Fig. 1: cells coloured by class
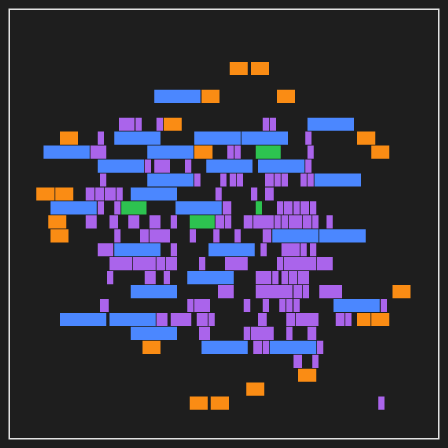
Fig. 2: where the registers sit
Other sequential cells in the stronger grey, the rest of the logic in the fainter grey.
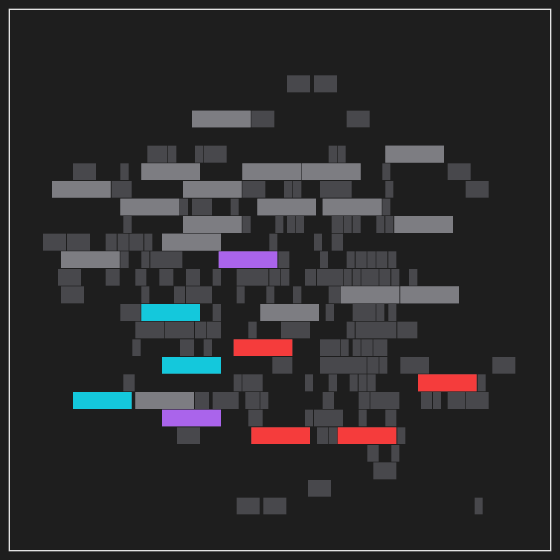
Fig. 3: cell area per tile
The die is cut into 8 by 8 equal tiles; black is low, pale yellow is high, 0 to 100% covered.
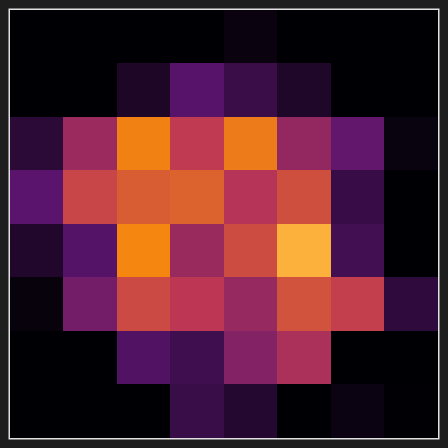
Fig. 4: routing congestion
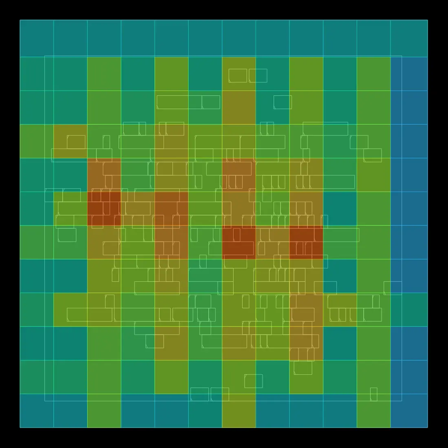
Fig. 5: cell sizes after repair
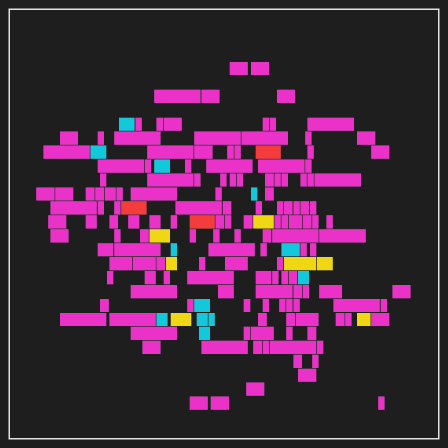
Design seq_divider, sky130hd; sources not shown.
==> CHANGELOG.md <==
## Flow update

- Post-CTS Hold Fix Bufs: 0
- Crit path cell chain: clkdlybuf4s50_1
- Clock share of power: 10.2%
- Cell area after synthesis: 0.00135 mm^2
- Crit path DAT: 1.32 ns
- Post-route DRC violation count: 0
- Synth unique cells: 25
- Setup TNS: 0 ns
- Cells after synthesis: 148
- FF-to-FF path depth: 11
- Max-slew violation count: 0
- Combinational power share: 59.4%
- Chip area: 0.00697 mm^2
- Fmax achieved: 529 MHz
- Worst hold stages: 2
- CP Buf/Inv Count: 1
- Final net count: 190
- Setup bufs post-CTS: 0
- Yosys stat area: 0.00135 mm^2
- Clock Sinks: 27
- Final HPWL DP: 2.12 mm
- ANT nets after route: 0
- Share of layout cells above drive strength 1: 12.9%
- Grt total ovfl: 0
- Most frequent cells in the layout: nand2_1, dfrtp_1, clkdlybuf4s50_1
- YS warnings: 0
- Status: finished, final reports clean
- Commonest Layout Cell: nand2_1
- Vias in the first global route: 1,062
- CP max stage delay: 0.67 ns
- Root buffer cell: clkbuf_8
- Antenna violations before repair: 0
- First-pass DRT Iterations: 4
- Fillers: 527
- PortBufs: 20
- Num CTS Buffers: 3
- Stage-log warning count: 25
- Sw power: 1.11 mW
- Crit Path Category: register to primary output
- Synth Area per Inst: 9.12 um^2
- Largest net degree at the start of global routing: 28
- Max-cap viol count: 0
- Post-CTS sizing: 0
- DP Area: 0.00163 mm^2
- Flop-to-flop setup slack: 0.78 ns
- # H-tree levels: 1
- Vias: 999
- Chip Height: 83.5 um
- Clk_lat worst skew: 0.28 ns
- Total number of cells along the worst setup path: 1
- Leak: 0.832 nW
- RSZ-0062 raised after global routing: no
- P_int: 1.28 mW
- Crit-path slowest cell: clkdlybuf4s50_1
- CP Max Fanout: 2
- Routed vias/inst: 4.15
- First-pass GRT wire length: 5.00 mm
- Maximum vdd drop: 506 uV
- PD cells: 1430 mW/mm^2
- Cell family contributing the most delay on the critical path: buffers and inverters
- HP Class: register to register
- DRT iter0 DRCs: 55
- Crit path DRT: 2.03 ns
- Cycle use final: 72.7%
- Tmin final: 1.89 ns
- Clock-pin slew on the worst setup and hold paths: 0.10 ns
- Hold Vio Cnt, Final: 0
- Routed wire length: 2.77 mm
- Die Wd: 83.5 um
- Critical path startpoint category: register
- I/O pin count: 22
- Hold WS: 0.438 ns
- Sw frac: 46.5%
- Type of destination of the critical path: primary output
-- Fig. 1 (at the start) --
- purple: combinational and other logic (cells 119; share of their area 41%)
- blue: sequential cells (cells 27; share of their area 43%)
- green: clock drivers and dummy loads (cells 4; share of their area 2.8%)
- orange: remaining buffers and delay cells (cells 21; share of their area 13%)
Seq/total area: 40.4%
Core Util, Final: 32.3%
# rows: 26
design area: 0.00167 mm^2
Std-Cell Core Area: 0.00517 mm^2

-- Fig. 2 (at the start) --
- purple: state_q (placed flops 2)
- red: u_shreg.d_q (placed flops 4; where bottom centre)
- cyan: cnt_q (placed flops 3)
register area: 676 um^2
Seq. pwr: 729 uW

-- Fig. 3 (at the start) --
- mean over tiles: 23%
- nearly empty tiles: 36%
- fullest tile: 83%
fp_density: 26.1%

-- Fig. 4 (at the start) --
met3 GRT Util: 2.76%
grt peak-use layer: met2
met1 Use GR: 11.1%
overall routing resource usage: 8.65%
WL per Instance: 11.5 um

-- Fig. 5 (at the start) --
- red: _6 and larger (cells 3; share 1.8%)
- yellow: _3 and _4 cells (cells 7; share 4.1%)
- cyan: _2 cells (cells 12; share 7.0%)
- magenta: _0 and _1 cells (cells 149; share 87%)
Non-clock buffers: 21
synthesis-to-layout area growth: 23.8%
setup ws final: 0.710 ns

==> power by group through the flow <==
stage | sequential (mW) | clock (mW) | combinational (mW)
CTS | 0.733 | 0.255 | 1.45
finish | 0.729 | 0.245 | 1.42
floorplan | 0.861 | 0 | 0.926
detailed placement | 0.742 | 0 | 1.44
global route | 0.752 | 0.268 | 1.63
global placement | 0.737 | 0 | 1.44
==> Yosys cell counts <==
cell,n,area [um^2]
a21oi_1,3,15.0
a22o_1,2,17.5
buf_4,1,7.51
buf_6,1,11.3
conb_1,1,3.75
dfrtp_1,27,676
fa_1,1,20.0
ha_1,6,75.1
inv_1,18,67.6
inv_2,3,11.3
inv_4,1,6.26
nand2_1,40,150
nand2_2,4,25.0
nand2_4,2,22.5
nand3_1,12,60.1
nand3_2,1,10.0
nand3_4,1,17.5
nand3b_1,1,7.51
nor2_1,3,11.3
nor2_4,1,11.3
o21ai_0,8,40.0
o21ai_2,4,35.0
o22ai_1,5,31.3
or2_4,1,8.76
xor2_1,1,8.76
==> area by class of cell <==
type / instances / area (um^2) / share of cell area (%)
clock buffers: 4 / 45.0 / 2.69
inverters: 22 / 85.1 / 5.09
flip-flops and latches: 27 / 676 / 40.4
well taps: 70 / 87.6 / 5.24
multi-input cells: 97 / 571 / 34.1
repair buffers: 21 / 208 / 12.4
==> metal layers <==
| layer | part of all wire [%] | up-vias | track usage [%] |
|---|---|---|---|
| met5 | 0 | - | 0 |
| met4 | 0.97 | 0 | 1.75 |
| met3 | 4.1 | 4 | 2.76 |
| met2 | 48 | 13 | 14.4 |
| met1 | 46 | 463 | 11.1 |
| li1 | - | 519 | - |
==> through the flow <==
step	worst slack [ns]	total power, mW	instances
2_1_floorplan	0.940	1.79	146
3_3_place_gp	0.707	2.18	237
3_5_place_dp	0.722	2.18	237
4_1_cts	0.683	2.43	241
5_1_grt	0.612	2.65	241
6_report	0.710	2.40	241
==> cell families after synthesis <==
group,count (synthesis),share of synthesized area [%]
buffers and inverters,24,7.69
and+or+nand+nor,66,24.0
other,1,0.278
AOI/OAI and AO/OA,22,10.3
DFF,27,50.0
adders and majority gates,7,7.04
xor gates and xnor gates,1,0.649
Power figures rest on the tool's default switching activity, not on a simulated workload.
